[src/rtl/spike_event_encoder_pkg.sv]
// Fixed-point word type shared across the spike datapath, plus encoder-local
// event record and the saturating level step helper.
package fp;
   localparam int WORD_LENGTH         = 16;
   localparam int SPIKE_ADDRESS_WIDTH = 8;
   typedef logic signed [WORD_LENGTH-1:0] fpType;
endpackage

package spike_event_encoder_pkg;
   import fp::*;

   typedef struct packed {
      logic                           valid;
      logic [SPIKE_ADDRESS_WIDTH-1:0] address;
      logic                           on_off;
   } spike_evt_t;

   // Two guard bits so a step of any size up to the word range cannot wrap before the clamp.
   function automatic fpType sat_step(fpType lvl, logic up, int step);
      logic signed [WORD_LENGTH+1:0] st;
      logic signed [WORD_LENGTH+1:0] sum;
      logic signed [WORD_LENGTH+1:0] hi;
      logic signed [WORD_LENGTH+1:0] lo;
      st  = (WORD_LENGTH+2)'(step);
      hi  = (WORD_LENGTH+2)'((2 ** (WORD_LENGTH-1)) - 1);
      lo  = -hi - 1;
      sum = $signed({{2{lvl[WORD_LENGTH-1]}}, lvl}) + (up ? st : -st);
      if (sum > hi)      sat_step = hi[WORD_LENGTH-1:0];
      else if (sum < lo) sat_step = lo[WORD_LENGTH-1:0];
      else               sat_step = sum[WORD_LENGTH-1:0];
   endfunction
endpackage

[src/rtl/spike_in_if.sv]
// Broadcast spike event bus between encoder and synapses; no backpressure.
interface spike_in_if;
   logic                               valid;
   logic [fp::SPIKE_ADDRESS_WIDTH-1:0] address;
   logic                               on_off;

   modport master (output valid, address, on_off);
   modport slave  (input  valid, address, on_off);
endinterface

[src/rtl/spike_event_encoder_rr_arbiter.sv]
// Rotating-priority arbiter: first requester at or above the pointer wins,
// pointer moves just past the winner.
module rr_arbiter #(
   parameter  int N  = 4,
   localparam int IW = (N > 1) ? $clog2(N) : 1
) (
   input  logic          clk,
   input  logic          reset,
   input  logic [N-1:0]  req,
   input  logic          advance,
   output logic          grant_valid,
   output logic [IW-1:0] grant_idx
);
   logic [IW-1:0] ptr;
   logic [IW:0]   cand;

   always_comb begin
      grant_valid = 1'b0;
      grant_idx   = '0;
      cand        = '0;
      for (int k = 0; k < N; k++) begin
         cand = {1'b0, ptr} + (IW+1)'(k);
         if (cand >= (IW+1)'(N)) cand = cand - (IW+1)'(N);
         if (!grant_valid && req[cand[IW-1:0]]) begin
            grant_valid = 1'b1;
            grant_idx   = cand[IW-1:0];
         end
      end
   end

   always_ff @(posedge clk) begin
      if (!reset)
         ptr <= '0;
      else if (advance && grant_valid)
         ptr <= (grant_idx == IW'(N-1)) ? '0 : grant_idx + 1'b1;
   end
endmodule

[src/rtl/spike_event_encoder.sv]
// Delta-modulation spike encoder: each channel's reconstructed level chases its
// target in STEP increments, one granted event per clock on the shared bus.
module spike_event_encoder
   import fp::*;
   import spike_event_encoder_pkg::*;
#(
   parameter  int         NUM_CHANNELS = 4,
   parameter  logic [7:0] BASE_ADDRESS = 8'h10,
   parameter  int         STEP         = 128,
   parameter  int         THRESHOLD    = 96,
   localparam int         IW           = (NUM_CHANNELS > 1) ? $clog2(NUM_CHANNELS) : 1
) (
   input  logic                     clk,
   input  logic                     reset,
   input  logic                     enable,
   input  logic                     sample_valid,
   input  fpType [NUM_CHANNELS-1:0] sample_data,
   spike_in_if.master               spike_out,
   output logic                     busy,
   output logic [15:0]              event_count
);
   localparam logic signed [WORD_LENGTH:0] THR     = (WORD_LENGTH+1)'(THRESHOLD);
   localparam logic signed [WORD_LENGTH:0] NEG_THR = -THR;

   fpType [NUM_CHANNELS-1:0] target;
   fpType [NUM_CHANNELS-1:0] level;
   logic  [NUM_CHANNELS-1:0] req_on;
   logic  [NUM_CHANNELS-1:0] req_off;
   logic  [NUM_CHANNELS-1:0] req;
   logic                     grant_valid;
   logic  [IW-1:0]           grant_idx;
   fpType                    next_level;
   spike_evt_t               evt;

   // One extra bit keeps target - level exact across the full signed range.
   for (genvar i = 0; i < NUM_CHANNELS; i++) begin : g_ch
      logic signed [WORD_LENGTH:0] delta;
      assign delta      = $signed({target[i][WORD_LENGTH-1], target[i]})
                        - $signed({level[i][WORD_LENGTH-1],  level[i]});
      assign req_on[i]  = (delta >= THR);
      assign req_off[i] = (delta <= NEG_THR);
   end

   assign req = (req_on | req_off) & {NUM_CHANNELS{enable}};

   rr_arbiter #(.N(NUM_CHANNELS)) u_arb (
      .clk         (clk),
      .reset       (reset),
      .req         (req),
      .advance     (enable),
      .grant_valid (grant_valid),
      .grant_idx   (grant_idx)
   );

   assign next_level = sat_step(level[grant_idx], req_on[grant_idx], STEP);

   always_ff @(posedge clk) begin
      if (!reset) begin
         target      <= '0;
         level       <= '0;
         evt         <= '0;
         busy        <= 1'b0;
         event_count <= '0;
      end else begin
         if (sample_valid) target <= sample_data;
         busy      <= |(req_on | req_off);
         evt.valid <= grant_valid;
         // address/on_off deliberately hold through idle cycles.
         if (grant_valid) begin
            evt.address        <= BASE_ADDRESS + SPIKE_ADDRESS_WIDTH'(grant_idx);
            evt.on_off         <= req_on[grant_idx];
            level[grant_idx]   <= next_level;
            event_count        <= event_count + 16'd1;
         end
      end
   end

   assign spike_out.valid   = evt.valid;
   assign spike_out.address = evt.address;
   assign spike_out.on_off  = evt.on_off;
endmodule

[src/flat_wrapper.sv]
// flat-port wrapper written by rule: the top's interface ports become plain ports
module spike_event_encoder_flat import fp::*; import spike_event_encoder_pkg::*;
#(
   parameter  int         NUM_CHANNELS = 4,
   parameter  logic [7:0] BASE_ADDRESS = 8'h10,
   parameter  int         STEP         = 128,
   parameter  int         THRESHOLD    = 96,
   localparam int         IW           = (NUM_CHANNELS > 1) ? $clog2(NUM_CHANNELS) : 1
)
  (clk, reset, enable, sample_valid, sample_data, busy, event_count, spike_out_valid, spike_out_address, spike_out_on_off);
  spike_in_if spike_out_i ();
  input  logic clk;
  input  logic reset;
  input  logic enable;
  input  logic sample_valid;
  input  fpType [NUM_CHANNELS-1:0] sample_data;
  output logic busy;
  output logic [15:0] event_count;
  output wire logic [$bits(spike_out_i.valid)-1:0] spike_out_valid;
  output wire logic [$bits(spike_out_i.address)-1:0] spike_out_address;
  output wire logic [$bits(spike_out_i.on_off)-1:0] spike_out_on_off;
  assign spike_out_valid = spike_out_i.valid;
  assign spike_out_address = spike_out_i.address;
  assign spike_out_on_off = spike_out_i.on_off;
  spike_event_encoder #(.NUM_CHANNELS(NUM_CHANNELS), .BASE_ADDRESS(BASE_ADDRESS), .STEP(STEP), .THRESHOLD(THRESHOLD)) u_core (.clk(clk), .reset(reset), .enable(enable), .sample_valid(sample_valid), .sample_data(sample_data), .spike_out(spike_out_i), .busy(busy), .event_count(event_count));
endmodule
[config.mk]
export PLATFORM = sky130hd
export DESIGN_NAME = spike_event_encoder_flat
export DESIGN_NICKNAME = d
export VERILOG_FILES = /design/src/rtl/spike_event_encoder_pkg.sv /design/src/rtl/spike_in_if.sv /design/src/rtl/spike_event_encoder_rr_arbiter.sv /design/src/rtl/spike_event_encoder.sv /design/src/flat_wrapper.sv
export SDC_FILE = /design/constraint.sdc
export NUM_CORES = 1
export LEC_CHECK = 0
export ABC_AREA = 1
export CAP_MARGIN = 40
export CORE_MARGIN = 2
export CORE_UTILIZATION = 50
export CTS_CLUSTER_DIAMETER = 80
export DETAILED_ROUTE_END_ITERATION = 7
export GPL_ROUTABILITY_DRIVEN = 0
export HOLD_SLACK_MARGIN = 0.1
export PLACE_DENSITY = 0.7
export SETUP_SLACK_MARGIN = 0.5
export SYNTH_ARGS = -nofsm -noshare
export SYNTH_HDL_FRONTEND = slang
export SYNTH_SLANG_ARGS = --single-unit
[constraint.sdc]
create_clock -name clk -period 7.2 [get_ports clk]
set_input_delay 1.44 -clock clk [delete_from_list [all_inputs] [get_ports clk]]
set_output_delay 1.44 -clock clk [all_outputs]
set_load 0.02 [all_outputs]
floorplan.png
Bar = 50 µm. Pins as bars on the die edge.
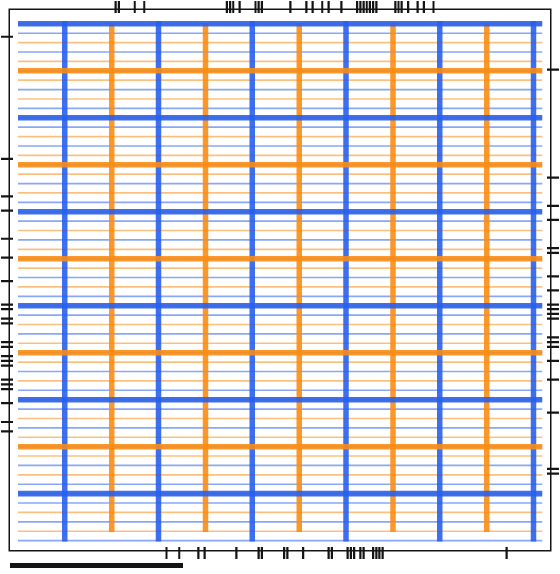
[blue] VSS
[orange] VDD
met1 rails: 56
met5 straps: 11
met4 straps: 11
rows: 55
Core Region: 0.02271 mm²
Die W: 156.3 µm

class_map.png
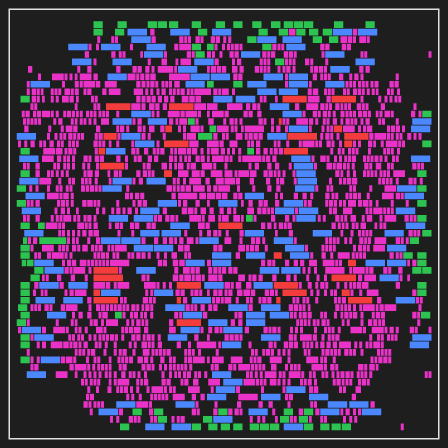
[magenta] remaining logic cells | cells: 1,740 | share of their area: 65%
[red] clock drivers and dummy loads | cells: 32 | share of their area: 4.5%
[blue] sequential cells | cells: 152 | share of their area: 23%
[green] remaining buffers and delay cells | cells: 100 | share of their area: 7.6%
Final Util: 58.94%
Seq area share: 22.74%
Row Count: 55

clock_wires.png
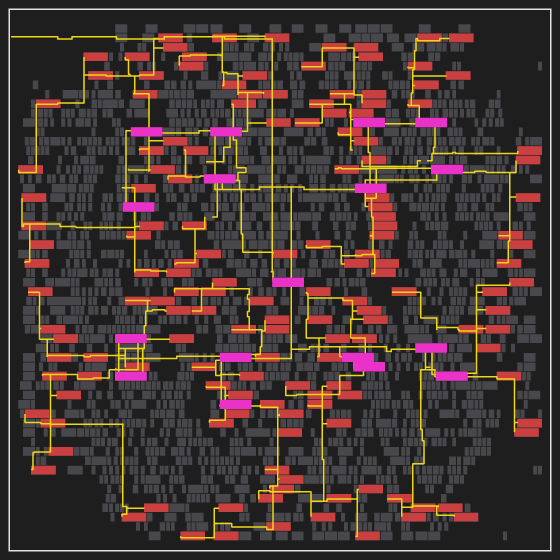
[red] flip-flops | count: 152
[magenta] clock-net drivers | count: 17
[yellow] clock wires | length: 2,270 µm
routed clock nets: 18

==> results.py <==
# Flow results
metrics = {
    "status": {
        "outcome": "finished, final reports clean",
    },
    "layout": {
        "antenna_cells": 0,
        "drive_gt1_share_pct": 5.089,
        "fin_cells": 2309,
        "layout.nets": 2161,
        "area_growth_pct": 15.37,
        "lay_top_cells": "538 x nand2_1, 299 x inv_1, 214 x nor2_1",
        "top_regs": "u_core.level x64, u_core.target x64, u_core.event_count x16",
        "nFillCells": 2246,
        "fin_area_mm2": 0.01338,
    },
    "sta": {
        "whs_ns": 0.4721,
        "rsz0062_at_grt": "no",
        "maxSlewHeadroom_pct": 54.09,
        "finalSetupViolCount": 0,
        "fin_ws_ns": 0.9483,
        "fmax_ghz": 0.1600,
        "slew_violations": 0,
        "fin_crit_ns": 6.252,
        "tightest_slew_ns": 0.6879,
        "layout_worst_path_cycle_share_pct": 86.83,
        "hold_violations": 0,
        "fin_skew_ns": 0.01052,
    },
    "clocking": {
        "cts_buffer_depth": 2,
        "clock_sinks": 152,
        "cts_root_buf": "clkbuf_16",
        "numCtsBuffers": 17,
        "cts_hold_buf": 0,
        "clkLatencyLatePin_ns": 0.44,
    },
    "global_routing": {
        "grt.overflow.total": 0,
        "grt_max_degree": 101,
        "antenna_found_initial": 0,
        "first_global_vias": 10991,
    },
    "worst_hold_path": {
        "whs_endpoint": "u_core.target[16]",
        "hold_path_depth": 2,
        "min-delay-start": "u_core.target[16]",
        "min_path_type": "reg2reg",
    },
    "synthesis": {
        "adder_share_pct": 9.167,
        "synth-cells-yosys": 1944,
        "xor_share_pct": 0.6040,
        "edf_count": 0,
        "synth-async-reset-ratio_pct": 0,
        "yosysWarningCount": 0,
        "yosys.area_share.aoi_pct": 14.41,
        "ys_sh_mux_pct": 0,
        "synth_area_per_cell_um2": 5.968,
        "synth_seq_share_pct": 26.23,
        "yosysChipArea_mm2": 0.01160,
        "flop_cell": "dfxtp_1",
        "simple_gate_share_pct": 37.27,
        "numSynthFlops": 152,
        "synthTopLogicFamily": "simple AND/OR/NAND/NOR gates",
        "synthesis.area_mm2": 0.01160,
        "ys_types": 49,
    },
    "floorplan": {
        "die_area_mm2": 0.02444,
        "io_pins": 95,
        "fp-utilization_pct": 51.09,
    },
    "place": {
        "pre_cts_slack_ns": 0.6814,
        "dp_hpwl_mm": 24.50,
        "dpl_cell_area_mm2": 0.01265,
    },
    "setup_path": {
        "slowest_stage": "fa_1",
        "cp.required_ns": 7.54,
        "max_stage_delay_ns": 0.42,
        "rr_startpoint": "u_core.level[48]",
        "cp-start-kind": "register",
        "startpoint": "u_core.level[48]",
        "path_class": "reg2reg",
        "cpMostUsedCell": "nand2_1",
        "crit_buf_inv": 6,
        "crit_path_end_kind": "register",
        "worst-path-stages": 42,
        "r2r_end": "u_core.level[45]",
        "r2r_cells": 42,
        "critPathMaxFanout": 31,
        "crit_family": "simple AND/OR/NAND/NOR gates",
    },
    "detailed_routing": {
        "viasPerCell": 5.256,
        "wire_per_inst_um": 14.22,
        "drc": 0,
        "drt_pass1_iterations": 7,
        "wl_mm": 32.85,
        "first_iter_violations": 1041,
        "ant_nets": 0,
    },
    "flow_run": {
        "warning_count": 31,
        "drv_cap": 0,
    },
}
layers.png
Bar = 50 µm.
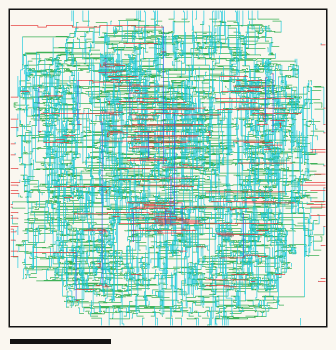
[cyan] M2 | wire length: 15,100 µm
[red] M3 | wire length: 2,080 µm
[blue] M4 | wire length: 432 µm
[green] M1 | wire length: 15,200 µm

congestion_map.png
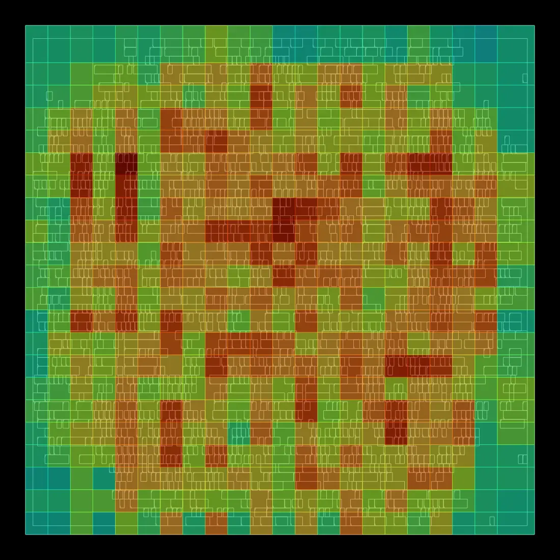
GR Layer Usage met1: 36.80%
GRT Util Overall: 27.10%

==> layout make-up <==
cell class / instances / area, µm² / share of cell area, %
clock buffers: 19 / 442.9 / 3.309
clock inverters: 13 / 145.1 / 1.084
inverters: 306 / 1159 / 8.657
multi-input cells: 1434 / 7247 / 54.15
flip-flops and latches: 152 / 3043 / 22.74
well taps: 285 / 356.6 / 2.664
repair buffers: 100 / 991.0 / 7.404
==> synth_stat cells (3+ instances only) <==
cell      instances  area share, %
o211ai_1          9           0.58
a21oi_1         156            6.7
a21oi_2           3           0.23
o21bai_1          3           0.19
clkbuf_1         42            1.4
nand2_2          26            1.4
nor2_1          214            6.9
dfxtp_1         152             26
nand3_1         166            7.2
nand3b_1         10           0.65
and2_1            8           0.43
buf_4             7           0.45
nor3_1           23           0.99
o21ai_0         126            5.4
inv_1           300            9.7
inv_2             5           0.16
nand4_1          12           0.65
fa_1              5           0.86
or2_1             3           0.16
nand3_2           6           0.52
xor2_1            6           0.45
nand2_1         543             18
a22oi_1           6           0.39
buf_2             6           0.26
ha_1             77            8.3
==> layer usage <==
| layer | GRT usage [%] | share of wire (%) |
|---|---|---|
| met1 | 36.80 | 46 |
| met2 | 46.15 | 46 |
| met3 | 3.545 | 6.3 |
| met4 | 5.548 | 1.3 |
| met5 | 0 | 0 |
==> what timing repair did <==
action | in CTS | in global routing
endpoints found under the setup margin | 0 | 60
gates resized | 0 | 22
setup buffers | 0 | 4
